==> src/rtl/alu_seq_unit.sv <==
`default_nettype none
// ============================================================================
//  Module      : alu_seq_unit
//  Description : Registered, parametrised ALU with full flag set and
//                iterative (one bit per cycle) shift and multiply.
//                Valid/ready handshake on both input and output.
//  Ports       : clk, rst_n              - clock, async active-low reset
//                in_valid / in_ready     - operation handshake
//                data_1, data_2, sel     - operand A, operand B, opcode
//                out_valid / out_ready   - result handshake
//                alu_out                 - registered result
//                alu_*_flag              - zero, carry, negative, overflow
//  Revision    : 1.0 - initial release
// ============================================================================
module alu_seq_unit #(
    parameter int WIDTH = 8,
    parameter int CNT_W = $clog2(WIDTH) + 1
) (
    input  logic             clk,
    input  logic             rst_n,
    input  logic             in_valid,
    output logic             in_ready,
    input  logic [WIDTH-1:0] data_1,
    input  logic [WIDTH-1:0] data_2,
    input  logic [3:0]       sel,
    output logic             out_valid,
    input  logic             out_ready,
    output logic [WIDTH-1:0] alu_out,
    output logic             alu_zero_flag,
    output logic             alu_carry_flag,
    output logic             alu_neg_flag,
    output logic             alu_ovf_flag
);

    localparam logic [3:0] OP_ADD  = 4'd0;
    localparam logic [3:0] OP_SUB  = 4'd1;
    localparam logic [3:0] OP_AND  = 4'd2;
    localparam logic [3:0] OP_OR   = 4'd3;
    localparam logic [3:0] OP_XOR  = 4'd4;
    localparam logic [3:0] OP_NOT  = 4'd5;
    localparam logic [3:0] OP_SHL  = 4'd6;
    localparam logic [3:0] OP_SHR  = 4'd7;
    localparam logic [3:0] OP_MUL  = 4'd8;
    localparam logic [3:0] OP_PASS = 4'd9;

    // WIDTH always fits in WIDTH bits (WIDTH >= 2), so the saturation test
    // can be done at operand width without any widening.
    localparam logic [WIDTH-1:0] WIDTH_V = WIDTH'(WIDTH);
    localparam logic [CNT_W-1:0] CNT_MAX = CNT_W'(WIDTH);

    typedef enum logic [1:0] {
        IDLE = 2'd0,
        BUSY = 2'd1,
        DONE = 2'd2
    } state_t;

    state_t               state;
    logic [WIDTH-1:0]     a_reg;
    logic [WIDTH-1:0]     b_reg;
    logic [3:0]           op;
    logic [CNT_W-1:0]     cnt;
    // work: shift register for SHL/SHR, multiplier (consumed LSB first) for MUL
    logic [WIDTH-1:0]     work;
    logic                 shift_c;
    logic [2*WIDTH-1:0]   mcand;
    logic [2*WIDTH-1:0]   prod;

    logic [CNT_W-1:0]     start_cnt;
    logic [WIDTH:0]       sum;
    logic [WIDTH:0]       diff;
    logic [WIDTH-1:0]     res;
    logic                 res_c;
    logic                 res_v;

    assign in_ready  = (state == IDLE);
    assign out_valid = (state == DONE);

    // Number of iteration steps for the incoming op; zero for single-cycle ops.
    always_comb begin
        start_cnt = '0;
        if (sel == OP_SHL || sel == OP_SHR) begin
            start_cnt = (data_2 >= WIDTH_V) ? CNT_MAX : CNT_W'(data_2);
        end else if (sel == OP_MUL) begin
            start_cnt = CNT_MAX;
        end
    end

    // Final result and flags, evaluated from the latched operands once the
    // iteration count has run out.
    always_comb begin
        sum   = {1'b0, a_reg} + {1'b0, b_reg};
        diff  = {1'b0, a_reg} - {1'b0, b_reg};
        res   = '0;
        res_c = 1'b0;
        res_v = 1'b0;
        case (op)
            OP_ADD: begin
                res   = sum[WIDTH-1:0];
                res_c = sum[WIDTH];
                res_v = (a_reg[WIDTH-1] == b_reg[WIDTH-1]) &&
                        (sum[WIDTH-1] != a_reg[WIDTH-1]);
            end
            OP_SUB: begin
                res   = diff[WIDTH-1:0];
                res_c = diff[WIDTH];  // borrow out of the extended subtract
                res_v = (a_reg[WIDTH-1] != b_reg[WIDTH-1]) &&
                        (diff[WIDTH-1] != a_reg[WIDTH-1]);
            end
            OP_AND:  res = a_reg & b_reg;
            OP_OR:   res = a_reg | b_reg;
            OP_XOR:  res = a_reg ^ b_reg;
            OP_NOT:  res = ~a_reg;
            OP_SHL, OP_SHR: begin
                res   = work;
                res_c = shift_c;
            end
            OP_MUL: begin
                res   = prod[WIDTH-1:0];
                res_c = |prod[2*WIDTH-1:WIDTH];
            end
            OP_PASS: res = b_reg;
            default: res = '0;
        endcase
    end

    always_ff @(posedge clk or negedge rst_n) begin
        if (!rst_n) begin
            state          <= IDLE;
            a_reg          <= '0;
            b_reg          <= '0;
            op             <= '0;
            cnt            <= '0;
            work           <= '0;
            shift_c        <= 1'b0;
            mcand          <= '0;
            prod           <= '0;
            alu_out        <= '0;
            alu_zero_flag  <= 1'b0;
            alu_carry_flag <= 1'b0;
            alu_neg_flag   <= 1'b0;
            alu_ovf_flag   <= 1'b0;
        end else begin
            case (state)
                IDLE: begin
                    if (in_valid) begin
                        a_reg   <= data_1;
                        b_reg   <= data_2;
                        op      <= sel;
                        cnt     <= start_cnt;
                        work    <= (sel == OP_MUL) ? data_2 : data_1;
                        shift_c <= 1'b0;
                        mcand   <= {{WIDTH{1'b0}}, data_1};
                        prod    <= '0;
                        state   <= BUSY;
                    end
                end
                BUSY: begin
                    if (cnt != '0) begin
                        cnt <= cnt - 1'b1;
                        case (op)
                            OP_SHL: begin
                                shift_c <= work[WIDTH-1];
                                work    <= work << 1;
                            end
                            OP_SHR: begin
                                shift_c <= work[0];
                                work    <= work >> 1;
                            end
                            OP_MUL: begin
                                if (work[0]) begin
                                    prod <= prod + mcand;
                                end
                                mcand <= mcand << 1;
                                work  <= work >> 1;
                            end
                            default: ;
                        endcase
                    end else begin
                        alu_out        <= res;
                        alu_zero_flag  <= (res == '0);
                        alu_carry_flag <= res_c;
                        alu_neg_flag   <= res[WIDTH-1];
                        alu_ovf_flag   <= res_v;
                        state          <= DONE;
                    end
                end
                DONE: begin
                    if (out_ready) begin
                        state <= IDLE;
                    end
                end
                default: state <= IDLE;
            endcase
        end
    end

endmodule
`default_nettype wire

==> config.mk <==
export PLATFORM = sky130hd
export DESIGN_NAME = alu_seq_unit
export DESIGN_NICKNAME = d
export VERILOG_FILES = /design/src/rtl/alu_seq_unit.sv
export SDC_FILE = /design/constraint.sdc
export NUM_CORES = 1
export LEC_CHECK = 0
export ABC_AREA = 1
export CORE_MARGIN = 8
export CORE_UTILIZATION = 60
export DETAILED_ROUTE_END_ITERATION = 8
export HOLD_SLACK_MARGIN = 0.12
export PLACE_DENSITY = 0.81
export SLEW_MARGIN = 0
export SYNTH_ARGS = -nofsm -noshare
export SYNTH_HDL_FRONTEND = slang
export SYNTH_SLANG_ARGS = --single-unit
==> constraint.sdc <==
create_clock -name clk -period 2.14 [get_ports clk]
set_input_delay 0.214 -clock clk [delete_from_list [all_inputs] [get_ports clk]]
set_output_delay 0.214 -clock clk [all_outputs]
set_load 0.01 [all_outputs]
==> results.sh, run 1 <==
# yosys + openroad results
export IMPL_drt_pass1_iterations=7
export IMPL_avgViaCountPerCell=5.85
export IMPL_setup_viol=0
export IMPL_comb_power_share_pct=64.9
export IMPL_avgSynthCellArea_um2=6.95
export IMPL_dieArea_mm2=0.0128
export IMPL_seqPwrFrac_pct=23.5
export IMPL_syn_area_mm2=0.00568
export IMPL_worst_pin_slew_ps=530
export IMPL_io_pins=38
export IMPL_grt_pass1_wl_um=27600
export IMPL_gr_total_overflow=0
export IMPL_powerComb_uw=7510
export IMPL_ys_flops=78
export IMPL_io_buffer_count=37
export IMPL_n_antenna_cell=0
export IMPL_fin_hold_ws_ps=394
export IMPL_top_area_cell="dfrtp_1"
export IMPL_crit_path_max_incr_delay_ps=480
export IMPL_ir_worst_vdd_mv=1.12
export IMPL_areaGrowthSynthToFinish_pct=17.8
export IMPL_fin_tns_setup_ps=0
export IMPL_post_cts_buffers=0
export IMPL_insertion_delay_ps=360
export IMPL_dpl_cell_area_mm2=0.00634
export IMPL_start_kind="flop"
export IMPL_required_ps=2410
export IMPL_largestPowerGroup="combinational cells"
export IMPL_drive_above_1_share_pct=9.88
export IMPL_htreeDepth=3
export IMPL_drt_iter0_markers=582
export IMPL_synth_main_ff_cell="dfrtp_1"
export IMPL_fin_cells=992
export IMPL_ys_types=39
export IMPL_top_area_share_pct=34.4
export IMPL_outcome="complete, no violations"
export IMPL_criticalPathCategory="reg -> reg"
export IMPL_antenna_found_initial=0
export IMPL_postSynth_asyncResetShare_pct=100
export IMPL_p_leak_uw=0.00338
export IMPL_crit_path_end_kind="flop"
export IMPL_internal_power_uw=5580
export IMPL_min_period_ps=2070
export IMPL_cp_arrival_ps=2340
export IMPL_final_nets=943
export IMPL_power_uw=11600
export IMPL_maxCapViolations=0
export IMPL_final_util_pct=72.8
export IMPL_dp_hpwl_um=12800
export IMPL_grt_total_usage_pct=26.7
export IMPL_postSynthSeqShare_pct=34.4
export IMPL_yosysWarningCount=0
export IMPL_cts_root_to_sink_buffers=2
export IMPL_slowest_stage="dfrtp_1"
export IMPL_seq_cell_power_uw=2720
export IMPL_synth_nets=884
export IMPL_dp_cells=971
export IMPL_setup_ws_ps=74.4
export IMPL_reg_top3="mcand (16), prod (16)"
export IMPL_skew_ps=13.0
export IMPL_switchingPower_uw=6000
export IMPL_lay_top_count="nand2_1"
export IMPL_p_per_area_mw_per_mm2=1730
export IMPL_yosys_top_cells_area="dfrtp_1, nand2_1, ha_1"
export IMPL_powerClk_uw=1350
export IMPL_cp_cell_sequence="nor2_2 > nand2_1 > a21oi_4 > o21ai_2 > nor2_4 > buf_12 > nand2_1 > o21ai_0"
export IMPL_cp_max_fo=10
[run 1: Yosys cell counts, types with 4 or more instances]
library cell  instances
nand2_1             198
nor3_1                5
nand3_1              80
o21ai_0              68
o22ai_1               4
o21ai_1              12
a21oi_1              42
xnor2_1               4
nand4_1              12
nor2_1               88
clkbuf_1             18
inv_2                 4
xor2_1                5
inv_1               103
a31oi_1              15
buf_2                 7
ha_1                 40
dfrtp_1              78
[run 1: worst paths after layout]
check	cells past startpoint	startpoint	endpoint	slack, ps
worst min register to register	2	alu_out[1]	alu_out[1]	490
min in group clk	2	out_ready	state[1]	430
worst max-delay path	8	op[1]	prod[11]	70
worst min-delay path	2	rst_n	prod[7]	390
max in group asynchronous	3	rst_n	a_reg[0]	1120
worst max register to register	8	op[1]	prod[11]	70
[run 1: final cells by class]
type | instances | area [um2] | area share (%)
Clock inverter | 6 | 100 | 1.50
Clock buffer | 10 | 138 | 2.06
Multi-Input combinational cell | 605 | 3270 | 48.8
Inverter | 107 | 402 | 6.00
Tap cell | 111 | 139 | 2.08
Sequential cell | 78 | 1950 | 29.2
Timing Repair Buffer | 75 | 693 | 10.4
[run 1: logic make-up after synthesis]
family                     count (synthesis)  synth area share (%)
AOI/OAI and AO/OA                        157                  15.4
buffers and inverters                    134                  9.21
DFF                                       78                  34.4
xor gates and xnor gates                   9                  1.39
and+or+nand+nor                          396                  29.8
adders and majority gates                 43                  9.87
[run 1: critical path: cells and delay by family (launching register included)]
kind / cells / cell delay (ps)
buf+inv: 1 / 150
compound gates: 3 / 580
simple gates: 4 / 770
flops: 1 / 480
[run 1: metal layers]
layer,global-route usage [%],vias up,share of wire [%]
li1,-,2784,-
met1,36.5,2740,46
met2,42.1,242,45
met3,3.73,38,6.6
met4,9.59,0,2.7
met5,0,-,0
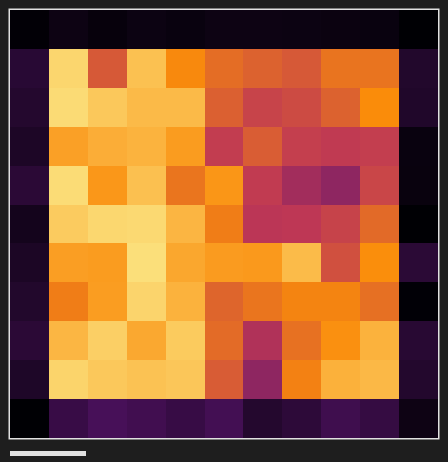
Figure 1: run 1, cell area per tile.
Scale bar: 20 um. 11 x 11 tiles, from black (low) to pale yellow (high), 0 to 100% covered.
The mean over all tiles is 51%. The emptiest ninth of the die: upper right. The densest ninth of the die: centre. 5.0% of the tiles are nearly empty. 34% of the tiles are over 75% full.
core area: 0.00920 mm2
Floorplan Utilization: 61.7%

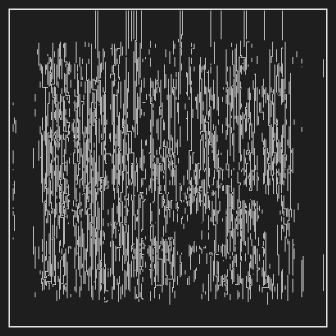
Figure 2: run 1, the metal 2 layer.
The wires run mostly vertical. The layer holds 45% of the routed length. The longest straight run is 49.0 um. 774 nets have wire on it. The layer carries 7510 um of wire.
M2 GR Usage: 42.1%
final WL: 16800 um
DR vias: 5804

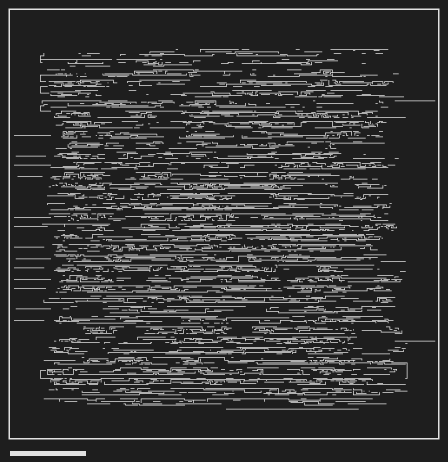
Figure 3: run 1, M1 wires.
Scale bar: 20 um.
The longest straight run is 35.0 um. 870 nets have wire on it. The layer holds 46% of the routed length. The wires run mostly horizontal. The layer carries 7740 um of wire.
met1 usage: 36.5%

==> run 1 -> run 2 <==
- SLEW_MARGIN: 0 -> 20
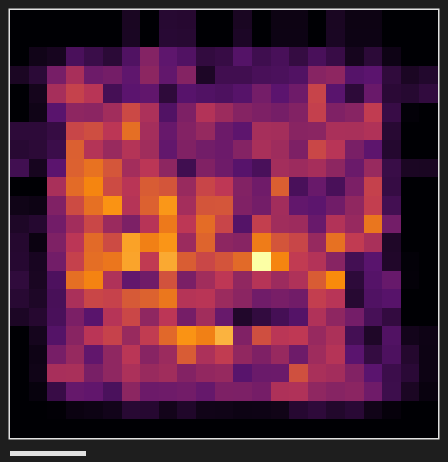
Figure 4: run 2, wiring heat map.
Scale bar: 20 um. 23 x 23 tiles, from black (low) to pale yellow (high), scaled to the fullest tile. Values are wire area over tile area, all layers added.
The mean over all tiles is 0.21. The fullest tile reaches 0.77. The densest ninth of the die: centre. The emptiest ninth of the die: upper right.
Global Route Usage Sum: 26.7%
per-cell routed wire length: 17.0 um

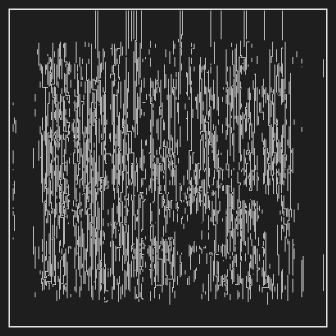
Figure 5: run 2, the metal 2 layer.
The layer holds 45% of the routed length. The wires run mostly vertical.

==> results.sh, run 2 <==
# yosys + openroad results
export IMPL_fp_dieW_um=113
export IMPL_fillers=777
export IMPL_fp_util_pct=61.7
export IMPL_postSynthSeqShare_pct=34.4
export IMPL_drt_pass1_iterations=7
export IMPL_ys_top_cells_by_count="nand2_1, inv_1, nor2_1, nand3_1, dfrtp_1"
export IMPL_lay_top_count="nand2_1"
export IMPL_yosysWarningCount=0
export IMPL_reg2reg_to="prod[11]"
export IMPL_ys_flops=78
export IMPL_io_pins=38
export IMPL_ys_types=39
export IMPL_vias=5804
export IMPL_cp_cell_sequence="nor2_2 > nand2_1 > a21oi_4 > o21ai_2 > nor2_4 > buf_12 > nand2_1 > o21ai_0"
export IMPL_worst_pin_slew_ps=530
export IMPL_drive_above_1_share_pct=9.88
export IMPL_dpl_cell_area_mm2=0.00634
export IMPL_start_kind="flop"
export IMPL_cp_arrival_ps=2340
export IMPL_setup_ws_ps=74.4
export IMPL_fin_cells=992
export IMPL_power_uw=11600
export IMPL_syn_area_mm2=0.00568
export IMPL_cts_root_to_sink_buffers=2
export IMPL_outcome="complete, no violations"
export IMPL_ir_worst_vdd_mv=1.12
export IMPL_post_synth_top_count_cell="nand2_1"
export IMPL_p_per_area_mw_per_mm2=1730
export IMPL_drt_iter0_markers=582
export IMPL_criticalPathCategory="reg -> reg"
export IMPL_dp_cells=971
export IMPL_worst_r2r_path_depth=8
export IMPL_min_period_ps=2070
export IMPL_htreeDepth=3
export IMPL_antenna_found_initial=0
export IMPL_n_antenna_cell=0
export IMPL_top_area_share_pct=34.4
export IMPL_areaGrowthSynthToFinish_pct=17.8
export IMPL_avgViaCountPerCell=5.85
export IMPL_maxCapViolations=0
export IMPL_fin_tns_setup_ps=0
export IMPL_r2r_slack_ps=70
export IMPL_crit_path_end_kind="flop"
export IMPL_crit_path_max_incr_delay_ps=480
export IMPL_top_area_cell="dfrtp_1"
export IMPL_routed_wl_um=16800
export IMPL_dp_hpwl_um=12800
export IMPL_final_nets=943
export IMPL_synth_nets=884
export IMPL_setup_viol=0
export IMPL_p_leak_uw=0.00338
export IMPL_worst_path_buf_inv=1
export IMPL_gr_total_overflow=0
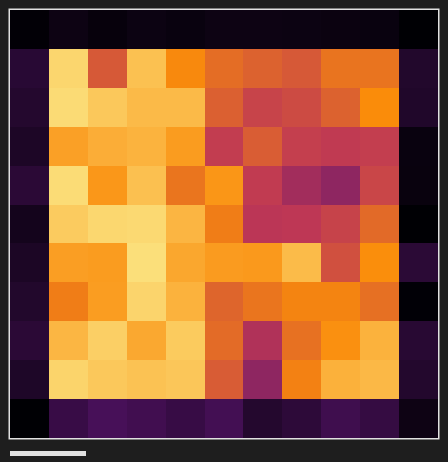
Figure 6: run 2, cell area per tile.
Scale bar: 20 um. 11 x 11 tiles, from black (low) to pale yellow (high), 0 to 100% covered.
The emptiest ninth of the die: upper right. The fullest tile reaches 93%. The densest ninth of the die: centre.
Finished Core Util: 72.8%

==> run 2: cell type report <==
type,instances,area [um2],share of cell area [%]
multi-input cells,605,3270,48.8
clock buffers,10,138,2.06
flip-flops and latches,78,1950,29.2
inverters,107,402,6.00
well taps,111,139,2.08
repair buffers,75,693,10.4
clock inverters,6,100,1.50
==> run 2: timing repair <==
item | CTS | global route
setup endpoints to repair | 6 | 15
buffers inserted | 0 | 4
pin swaps | 0 | 2
hold endpoints to repair | 36 | 0
hold buffers | 1 | 0
gates resized | 2 | 20
==> run 2: logic make-up (layout without fill, tap and decap cells) <==
family | Yosys count | after routing | share of synthesized area [%]
and+or+nand+nor | 396 | 396 | 29.8
buffers and inverters | 134 | 198 | 9.21
xor gates and xnor gates | 9 | 9 | 1.39
DFF | 78 | 78 | 34.4
adders and majority gates | 43 | 43 | 9.87
AOI/OAI and AO/OA | 157 | 157 | 15.4
==> run 2: report_power, final <==
part           leakage (uW)  switching [uW]  total, uW  internal [uW]
Sequential         0.000987             609       2720           2110
Combinational       0.00227            4750       7510           2760
Clock              0.000121             639       1350            712
Total               0.00338            6000      11600           5580
==> run 2: routing by layer <==
layer / up-vias / global-route usage, % / wire (um) / share of wire (%)
li1: 2784 / - / - / -
met1: 2740 / 36.5 / 7740 / 46
met2: 242 / 42.1 / 7510 / 45
met3: 38 / 3.73 / 1120 / 6.6
met4: 0 / 9.59 / 451 / 2.7
met5: - / 0 / 0 / 0
==> run 2: how the worst max path moves through the flow <==
stage | depth (start not counted) | endpoint | start
after CTS | 14 | alu_zero_flag | b_reg[0]
after global placement | 15 | alu_zero_flag | a_reg[2]
final | 8 | prod[11] | op[1]
after detailed placement | 7 | prod[2] | op[1]
after floorplan | 12 | alu_zero_flag | a_reg[0]
after global routing | 13 | alu_zero_flag | a_reg[0]
Power is estimated from default activity; no workload was simulated.
